## src/rtl/rv_muldiv_unit_pkg.sv

```systemverilog
// Shared definitions for the RV32M/RV64M multiply/divide unit.
// - md_op_e    : RISC-V funct3 encodings of the M-extension ops
// - md_state_e : handshake FSM states of rv_muldiv_unit
package rv_muldiv_unit_pkg;

    typedef enum logic [2:0] {
        MD_OP_MUL    = 3'b000,
        MD_OP_MULH   = 3'b001,
        MD_OP_MULHSU = 3'b010,
        MD_OP_MULHU  = 3'b011,
        MD_OP_DIV    = 3'b100,
        MD_OP_DIVU   = 3'b101,
        MD_OP_REM    = 3'b110,
        MD_OP_REMU   = 3'b111
    } md_op_e;

    typedef enum logic [1:0] {
        MD_S_IDLE = 2'd0,
        MD_S_MUL  = 2'd1,
        MD_S_DIV  = 2'd2,
        MD_S_DONE = 2'd3
    } md_state_e;

    // funct3[2] splits the multiply group from the divide group
    function automatic logic op_is_div(input md_op_e op);
        return op[2];
    endfunction

    // rem/remu share funct3[2:1] == 2'b11
    function automatic logic op_is_rem(input md_op_e op);
        return op[2] & op[1];
    endfunction

endpackage

```

## src/rtl/rv_muldiv_unit_if.sv

```systemverilog
// Request/response/flush bundle between the datapath and rv_muldiv_unit.
// master: datapath side (issues requests, consumes responses, flushes)
// slave : unit side
interface rv_muldiv_unit_if #(
    parameter int XLEN  = 32,
    parameter int TAG_W = 5
);
    logic             MD_req_valid;
    logic             MD_req_ready;
    logic [2:0]       MD_req_op;
    logic [XLEN-1:0]  MD_req_a;
    logic [XLEN-1:0]  MD_req_b;
    logic [TAG_W-1:0] MD_req_tag;
    logic             MD_flush;
    logic             MD_resp_valid;
    logic             MD_resp_ready;
    logic [XLEN-1:0]  MD_resp_data;
    logic [TAG_W-1:0] MD_resp_tag;
    logic             MD_busy;

    modport master (
        output MD_req_valid, MD_req_op, MD_req_a, MD_req_b, MD_req_tag,
               MD_flush, MD_resp_ready,
        input  MD_req_ready, MD_resp_valid, MD_resp_data, MD_resp_tag, MD_busy
    );

    modport slave (
        input  MD_req_valid, MD_req_op, MD_req_a, MD_req_b, MD_req_tag,
               MD_flush, MD_resp_ready,
        output MD_req_ready, MD_resp_valid, MD_resp_data, MD_resp_tag, MD_busy
    );
endinterface

```

## src/rtl/rv_muldiv_unit_div.sv

```systemverilog
// rv_div_iter: restoring radix-2 divider on unsigned magnitudes.
// One quotient bit per cycle, MSB first, XLEN cycles after start.
// Ports:
//   SYS_clk, SYS_reset_n : clock / async active-low reset
//   start                : load dividend/divisor, begin iterating next edge
//   abort                : drop an op in flight
//   dividend, divisor    : unsigned magnitudes
//   done                 : high during the last iteration cycle
//   quot, rem            : result of the iteration taking place this cycle
//                          (final quotient/remainder while done is high)
module rv_div_iter #(
    parameter int XLEN = 32
) (
    input  logic            SYS_clk,
    input  logic            SYS_reset_n,
    input  logic            start,
    input  logic            abort,
    input  logic [XLEN-1:0] dividend,
    input  logic [XLEN-1:0] divisor,
    output logic            done,
    output logic [XLEN-1:0] quot,
    output logic [XLEN-1:0] rem
);
    localparam int              CNT_W = $clog2(XLEN) + 1;
    localparam logic [CNT_W-1:0] LAST = CNT_W'(XLEN - 1);

    logic             run_q;
    logic [CNT_W-1:0] cnt_q;
    logic [XLEN-1:0]  quo_q;   // dividend bits shift out the top, quotient bits in the bottom
    logic [XLEN-1:0]  rem_q;
    logic [XLEN-1:0]  dvs_q;

    logic [XLEN:0]    rem_sh;
    logic [XLEN-1:0]  diff;
    logic             take;

    assign rem_sh = {rem_q, quo_q[XLEN-1]};
    assign take   = rem_sh >= {1'b0, dvs_q};
    // Only taken when rem_sh >= divisor, so the result fits in XLEN bits
    // and the low bits of the subtraction are exact.
    assign diff   = rem_sh[XLEN-1:0] - dvs_q;
    assign quot   = {quo_q[XLEN-2:0], take};
    assign rem    = take ? diff : rem_sh[XLEN-1:0];
    assign done   = run_q && (cnt_q == LAST);

    always_ff @(posedge SYS_clk or negedge SYS_reset_n) begin
        if (!SYS_reset_n) begin
            run_q <= 1'b0;
            cnt_q <= '0;
            quo_q <= '0;
            rem_q <= '0;
            dvs_q <= '0;
        end else if (start) begin
            run_q <= 1'b1;
            cnt_q <= '0;
            quo_q <= dividend;
            rem_q <= '0;
            dvs_q <= divisor;
        end else if (abort) begin
            run_q <= 1'b0;
        end else if (run_q) begin
            quo_q <= quot;
            rem_q <= rem;
            cnt_q <= cnt_q + 1'b1;
            if (cnt_q == LAST) run_q <= 1'b0;
        end
    end
endmodule

```

## src/rtl/rv_muldiv_unit.sv

```systemverilog
// rv_muldiv_unit: multi-cycle RV32M/RV64M multiply/divide unit.
// One op accepted in IDLE via valid/ready, result + tag returned via
// valid/ready. Multiply is shift-add on magnitudes (or single-cycle when
// MUL_ITERATIVE=0); divide uses rv_div_iter. Divide-by-zero and signed
// overflow finish without iterating. MD_flush abandons any op.
// Ports:
//   SYS_clk, SYS_reset_n : clock / async active-low reset
//   md (slave)           : request, response, flush and busy signals
module rv_muldiv_unit
    import rv_muldiv_unit_pkg::*;
#(
    parameter int XLEN          = 32,
    parameter bit MUL_ITERATIVE = 1'b1,
    parameter int TAG_W         = 5
) (
    input  logic            SYS_clk,
    input  logic            SYS_reset_n,
    rv_muldiv_unit_if.slave md
);
    localparam int               CNT_W   = $clog2(XLEN) + 1;
    localparam logic [CNT_W-1:0] LAST    = CNT_W'(XLEN - 1);
    localparam logic [XLEN-1:0]  MIN_INT = {1'b1, {(XLEN-1){1'b0}}};

    md_state_e        state_q, state_d;
    md_op_e           op;
    logic             req_ready, accept;

    // request decode
    logic             a_sgn, b_sgn, a_neg, b_neg;
    logic [XLEN-1:0]  a_mag, b_mag;
    logic             is_div_d, is_rem_d, res_neg_d, sel_hi_d;
    logic             b_zero, ovf, quick;
    logic [2*XLEN-1:0] comb_prod;
    logic [XLEN-1:0]  quick_res;

    // iteration state
    logic [2*XLEN-1:0] prod_q;   // {partial sum, remaining multiplier bits}
    logic [XLEN-1:0]  mcand_q;
    logic [CNT_W-1:0] cnt_q;
    logic             res_neg_q, sel_hi_q, is_rem_q;
    logic [XLEN-1:0]  data_q;
    logic [TAG_W-1:0] tag_q;
    logic [XLEN:0]    mul_sum;
    logic [2*XLEN-1:0] prod_step;

    logic             div_start, div_done;
    logic [XLEN-1:0]  div_quot, div_rem, div_val;

    function automatic logic [XLEN-1:0] mul_result(input logic [2*XLEN-1:0] p,
                                                   input logic neg, input logic hi);
        logic [2*XLEN-1:0] s;
        s = neg ? -p : p;
        return hi ? s[2*XLEN-1:XLEN] : s[XLEN-1:0];
    endfunction

    assign op        = md_op_e'(md.MD_req_op);
    assign req_ready = (state_q == MD_S_IDLE) && !md.MD_flush;
    assign accept    = md.MD_req_valid && req_ready;

    always_comb begin
        a_sgn = 1'b0;
        b_sgn = 1'b0;
        unique case (op)
            MD_OP_MULH, MD_OP_DIV, MD_OP_REM: begin a_sgn = 1'b1; b_sgn = 1'b1; end
            MD_OP_MULHSU:                     a_sgn = 1'b1;
            default:                          ;
        endcase
    end

    assign a_neg     = a_sgn & md.MD_req_a[XLEN-1];
    assign b_neg     = b_sgn & md.MD_req_b[XLEN-1];
    assign a_mag     = a_neg ? -md.MD_req_a : md.MD_req_a;
    assign b_mag     = b_neg ? -md.MD_req_b : md.MD_req_b;
    assign is_div_d  = op_is_div(op);
    assign is_rem_d  = op_is_rem(op);
    // remainder takes the dividend's sign; everything else sign(a)^sign(b)
    assign res_neg_d = is_rem_d ? a_neg : (a_neg ^ b_neg);
    assign sel_hi_d  = !is_div_d && (op != MD_OP_MUL);
    assign b_zero    = (md.MD_req_b == '0);
    assign ovf       = a_sgn && is_div_d && (md.MD_req_a == MIN_INT) && (md.MD_req_b == '1);
    assign quick     = is_div_d ? (b_zero || ovf) : !MUL_ITERATIVE;

    if (MUL_ITERATIVE) begin : g_mul_iter
        assign comb_prod = '0;
    end else begin : g_mul_fast
        assign comb_prod = {{XLEN{1'b0}}, a_mag} * {{XLEN{1'b0}}, b_mag};
    end

    // Results that need no iteration; for divide ops only used when quick.
    always_comb begin
        quick_res = mul_result(comb_prod, res_neg_d, sel_hi_d);
        if (is_div_d) begin
            if (b_zero) quick_res = is_rem_d ? md.MD_req_a : '1;
            else        quick_res = is_rem_d ? '0 : MIN_INT;
        end
    end

    assign mul_sum   = {1'b0, prod_q[2*XLEN-1:XLEN]} + (prod_q[0] ? {1'b0, mcand_q} : '0);
    assign prod_step = {mul_sum, prod_q[XLEN-1:1]};

    assign div_start = accept && is_div_d && !quick;
    assign div_val   = is_rem_q ? div_rem : div_quot;

    rv_div_iter #(.XLEN(XLEN)) u_div (
        .SYS_clk     (SYS_clk),
        .SYS_reset_n (SYS_reset_n),
        .start       (div_start),
        .abort       (md.MD_flush),
        .dividend    (a_mag),
        .divisor     (b_mag),
        .done        (div_done),
        .quot        (div_quot),
        .rem         (div_rem)
    );

    always_ff @(posedge SYS_clk or negedge SYS_reset_n) begin
        if (!SYS_reset_n) state_q <= MD_S_IDLE;
        else              state_q <= state_d;
    end

    always_comb begin
        state_d = state_q;
        if (md.MD_flush) begin
            state_d = MD_S_IDLE;
        end else begin
            unique case (state_q)
                MD_S_IDLE: if (accept)
                               state_d = quick ? MD_S_DONE : (is_div_d ? MD_S_DIV : MD_S_MUL);
                MD_S_MUL:  if (cnt_q == LAST)   state_d = MD_S_DONE;
                MD_S_DIV:  if (div_done)        state_d = MD_S_DONE;
                MD_S_DONE: if (md.MD_resp_ready) state_d = MD_S_IDLE;
                default:                        state_d = MD_S_IDLE;
            endcase
        end
    end

    always_ff @(posedge SYS_clk or negedge SYS_reset_n) begin
        if (!SYS_reset_n) begin
            prod_q    <= '0;
            mcand_q   <= '0;
            cnt_q     <= '0;
            res_neg_q <= 1'b0;
            sel_hi_q  <= 1'b0;
            is_rem_q  <= 1'b0;
            data_q    <= '0;
            tag_q     <= '0;
        end else if (accept) begin
            prod_q    <= {{XLEN{1'b0}}, b_mag};
            mcand_q   <= a_mag;
            cnt_q     <= '0;
            res_neg_q <= res_neg_d;
            sel_hi_q  <= sel_hi_d;
            is_rem_q  <= is_rem_d;
            tag_q     <= md.MD_req_tag;
            if (quick) data_q <= quick_res;
        end else if (state_q == MD_S_MUL) begin
            prod_q <= prod_step;
            cnt_q  <= cnt_q + 1'b1;
            // sign fix-up folded into the last iteration so DONE has the result
            if (cnt_q == LAST) data_q <= mul_result(prod_step, res_neg_q, sel_hi_q);
        end else if (state_q == MD_S_DIV && div_done) begin
            data_q <= res_neg_q ? -div_val : div_val;
        end
    end

    assign md.MD_req_ready  = req_ready;
    assign md.MD_resp_valid = (state_q == MD_S_DONE);
    assign md.MD_resp_data  = data_q;
    assign md.MD_resp_tag   = tag_q;
    assign md.MD_busy       = (state_q != MD_S_IDLE);
endmodule

```

## src/flat_wrapper.sv

```systemverilog
// flat-port wrapper written by rule: the top's interface ports become plain ports
module rv_muldiv_unit_flat import rv_muldiv_unit_pkg::*;
#(
    parameter int XLEN          = 32,
    parameter bit MUL_ITERATIVE = 1'b1,
    parameter int TAG_W         = 5
)
  (SYS_clk, SYS_reset_n, md_MD_req_valid, md_MD_req_op, md_MD_req_a, md_MD_req_b, md_MD_req_tag, md_MD_flush, md_MD_resp_ready, md_MD_req_ready, md_MD_resp_valid, md_MD_resp_data, md_MD_resp_tag, md_MD_busy);
  rv_muldiv_unit_if #(.XLEN(XLEN), .TAG_W(TAG_W)) md_i ();
  input  logic SYS_clk;
  input  logic SYS_reset_n;
  input wire logic [$bits(md_i.MD_req_valid)-1:0] md_MD_req_valid;
  input wire logic [$bits(md_i.MD_req_op)-1:0] md_MD_req_op;
  input wire logic [$bits(md_i.MD_req_a)-1:0] md_MD_req_a;
  input wire logic [$bits(md_i.MD_req_b)-1:0] md_MD_req_b;
  input wire logic [$bits(md_i.MD_req_tag)-1:0] md_MD_req_tag;
  input wire logic [$bits(md_i.MD_flush)-1:0] md_MD_flush;
  input wire logic [$bits(md_i.MD_resp_ready)-1:0] md_MD_resp_ready;
  output wire logic [$bits(md_i.MD_req_ready)-1:0] md_MD_req_ready;
  output wire logic [$bits(md_i.MD_resp_valid)-1:0] md_MD_resp_valid;
  output wire logic [$bits(md_i.MD_resp_data)-1:0] md_MD_resp_data;
  output wire logic [$bits(md_i.MD_resp_tag)-1:0] md_MD_resp_tag;
  output wire logic [$bits(md_i.MD_busy)-1:0] md_MD_busy;
  assign md_i.MD_req_valid = md_MD_req_valid;
  assign md_i.MD_req_op = md_MD_req_op;
  assign md_i.MD_req_a = md_MD_req_a;
  assign md_i.MD_req_b = md_MD_req_b;
  assign md_i.MD_req_tag = md_MD_req_tag;
  assign md_i.MD_flush = md_MD_flush;
  assign md_i.MD_resp_ready = md_MD_resp_ready;
  assign md_MD_req_ready = md_i.MD_req_ready;
  assign md_MD_resp_valid = md_i.MD_resp_valid;
  assign md_MD_resp_data = md_i.MD_resp_data;
  assign md_MD_resp_tag = md_i.MD_resp_tag;
  assign md_MD_busy = md_i.MD_busy;
  rv_muldiv_unit #(.XLEN(XLEN), .MUL_ITERATIVE(MUL_ITERATIVE), .TAG_W(TAG_W)) u_core (.SYS_clk(SYS_clk), .SYS_reset_n(SYS_reset_n), .md(md_i));
endmodule
```

## config.mk

```make
export PLATFORM = sky130hd
export DESIGN_NAME = rv_muldiv_unit_flat
export DESIGN_NICKNAME = d
export VERILOG_FILES = /design/src/rtl/rv_muldiv_unit_pkg.sv /design/src/rtl/rv_muldiv_unit_if.sv /design/src/rtl/rv_muldiv_unit_div.sv /design/src/rtl/rv_muldiv_unit.sv /design/src/flat_wrapper.sv
export SDC_FILE = /design/constraint.sdc
export NUM_CORES = 1
export LEC_CHECK = 0
export CORE_MARGIN = 3
export CORE_UTILIZATION = 35
export DETAILED_ROUTE_END_ITERATION = 8
export GPL_ROUTABILITY_DRIVEN = 1
export PLACE_DENSITY = 0.6
export SETUP_SLACK_MARGIN = 0.4
export SLEW_MARGIN = 10
export SYNTH_ARGS = -nofsm -noshare
export SYNTH_HDL_FRONTEND = slang
export SYNTH_HIERARCHICAL = 1
export SYNTH_SLANG_ARGS = --single-unit
```

## constraint.sdc

```tcl
create_clock -name SYS_clk -period 7.6 [get_ports SYS_clk]
set_input_delay 1.52 -clock SYS_clk [delete_from_list [all_inputs] [get_ports SYS_clk]]
set_output_delay 1.52 -clock SYS_clk [all_outputs]
set_load 0.01 [all_outputs]
```

==> run_1/sizing.png <==
The bar under the picture is 50 microns long.
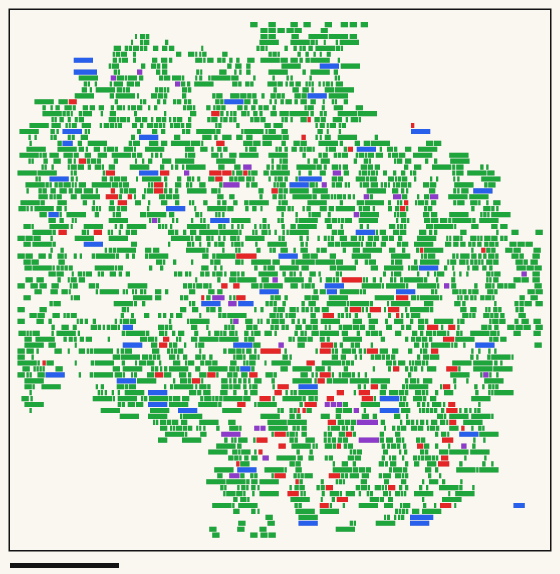
[x2] red | cells: 97
[x3 and x4] purple | cells: 33
[x1 and smaller] green | cells: 2381
[x6 and larger] blue | cells: 47

==> run_1/gates.png <==
The bar under the picture is 50 microns long.
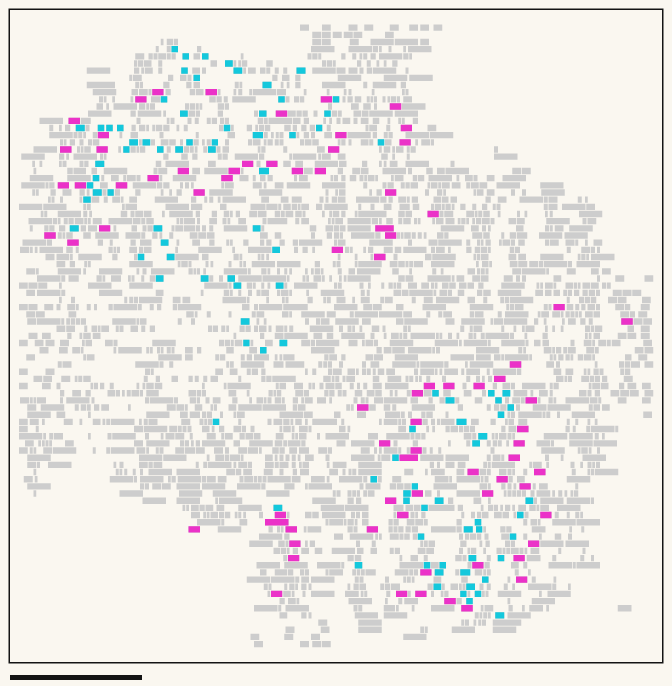
[fa/ha/maj cells] magenta | cells: 78 | where: widely spread
[non-inverting ao/oa cells] cyan | cells: 96

==> run_1/class_map.png <==
The bar under the picture is 50 microns long.
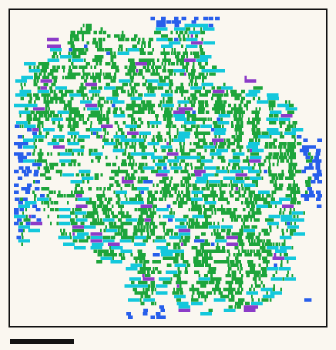
[clock drivers and dummy loads] purple | cells: 61 | share of their area: 5.2%
[sequential cells] cyan | cells: 247 | share of their area: 28%
[remaining buffers and delay cells] blue | cells: 138 | share of their area: 6.1%
[remaining logic cells] green | cells: 2112 | share of their area: 61%
final core occ: 40.38%
post-route cell area: 0.02303 sq mm
sequential share of cell area: 26.85%

==> impl_metrics.env, run 1 <==
# physical design summary
export IMPL_result_of_the_run="finished, final reports clean"
export IMPL_cts_num_sinks=247
export IMPL_synth_area_sq_mm=0.02040
export IMPL_biggestCellCategory="multi-input combinational cells"
export IMPL_top_layer_used="met4"
export IMPL_crit_path_start="u_core/u_div/rem_q[1]"
export IMPL_seq_area_sq_mm=0.006185
export IMPL_cp_required_ns=8.01
export IMPL_clock_area_share_pct=5.025
export IMPL_layout_cells_non_filler=3314
export IMPL_die_w_microns=247.4
export IMPL_netSwitchingFraction_pct=51.98
export IMPL_final_routed_wire_length_divided_by_cell_count_microns=22.35
export IMPL_synth_cells_yosys=2551
export IMPL_worst_slew_pin_slew_ns=1.210
export IMPL_hold_path_startpoint="u_core/mcand_q[4]"
export IMPL_fp_utilization_pct=35.76
export IMPL_most_flop_heavy_register="u_core/prod_q"
export IMPL_antenna_violations_before_repair=0
export IMPL_filler_cell_count=5819
export IMPL_p_sw_mw=6.286
export IMPL_place_port_buffers=116
export IMPL_p_int_mw=5.807
export IMPL_clock_buffer_count=48
export IMPL_pwr_group_sequential_mw=2.56
export IMPL_detail_route_iter0_violations=2132
export IMPL_enable_flop_cells=0
export IMPL_vdd_ir_drop_worst_uv=231.6
export IMPL_well_tap_count=756
==> run 2: changes to the inputs <==
--- a/config.mk
+++ b/config.mk
@@ -10,6 +10,7 @@
 export DETAILED_ROUTE_END_ITERATION = 8
 export GPL_ROUTABILITY_DRIVEN = 1
 export PLACE_DENSITY = 0.6
+export RECOVER_POWER = 50
 export SETUP_SLACK_MARGIN = 0.4
 export SLEW_MARGIN = 10
 export SYNTH_ARGS = -nofsm -noshare
==> run_2/class_map.png <==
The bar under the picture is 50 microns long.
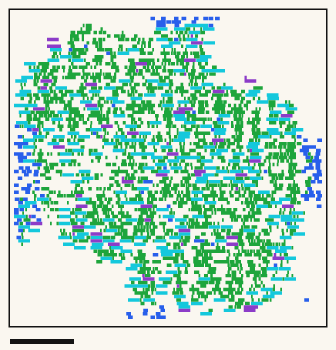
[sequential cells] cyan | cells: 247 | share of their area: 28%
[remaining logic cells] green | cells: 2112 | share of their area: 61%
[clock drivers and dummy loads] purple | cells: 61 | share of their area: 5.2%
[remaining buffers and delay cells] blue | cells: 138 | share of their area: 6.0%
area of the placeable core: 0.05704 sq mm
post-route cell area: 0.02302 sq mm

==> run 2 against run 1 <==
Compared with the run above: the run now ends with capacitance limit, slew limit left; hold slack worse by 0.0019 ns; fmax down 1.3%; largest cell class unchanged; combinational power about the same; via count up 0.17%; sequential share of layout area about the same; clock skew up 0.0022 ns; sequential power about the same; wire length down 0.11%; clock power about the same; flip-flop count unchanged.
==> impl_metrics.env, run 2 <==
# physical design summary
export IMPL_utilization_pct=40.37
export IMPL_vdd_ir_drop_worst_uv=229.0
export IMPL_violated_checks="capacitance limit, slew limit"
export IMPL_final_comb_area_sq_mm=0.01315
export IMPL_chipHeight_microns=247.4
export IMPL_place_congestion=0.9642
export IMPL_top_layer_used="met4"
export IMPL_timing_final_max_slew_violations=163
export IMPL_worst_slew_pin_slew_ns=5.007
export IMPL_biggestCellCategory="multi-input combinational cells"
export IMPL_worst_r2r_cell_count=20
export IMPL_well_tap_count=756
export IMPL_netSwitchingFraction_pct=52.02
export IMPL_maxCapViolations=2
export IMPL_filler_cell_count=5821
export IMPL_hold_path_startpoint="u_core/mcand_q[4]"
export IMPL_result_of_the_run="complete, but fails checks"
export IMPL_detail_route_iter0_violations=2027
export IMPL_p_sw_mw=6.283
export IMPL_clock_buffer_count=48
export IMPL_cp_required_ns=8.07
export IMPL_most_flop_heavy_register="u_core/prod_q"
export IMPL_seq_area_sq_mm=0.006185
export IMPL_fp_utilization_pct=35.76
export IMPL_antenna_violations_before_repair=0
export IMPL_r2r_start="u_core/u_div/rem_q[1]"
export IMPL_place_port_buffers=116
export IMPL_enable_flop_cells=0
export IMPL_crit_path_start="md_MD_flush"
==> run_2/congestion_map.png <==
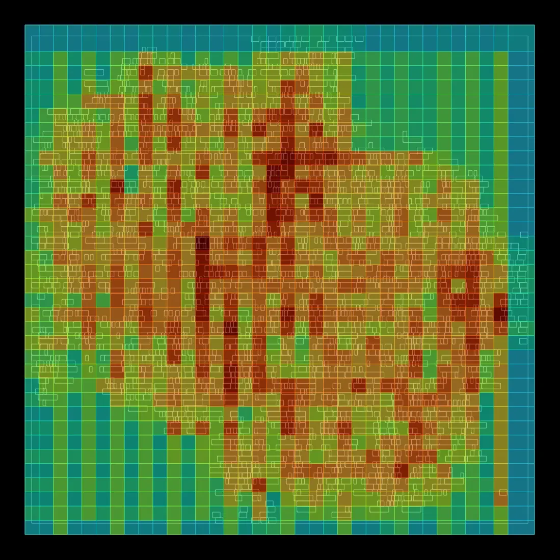
final routed wire length divided by cell count: 22.33 microns
met2 GRT Util: 36.49%
global-route usage over all layers: 23.94%
global routing met3 resource utilization: 4.322%
GR Util met1: 34.09%

Power and IR drop assume default switching activity.
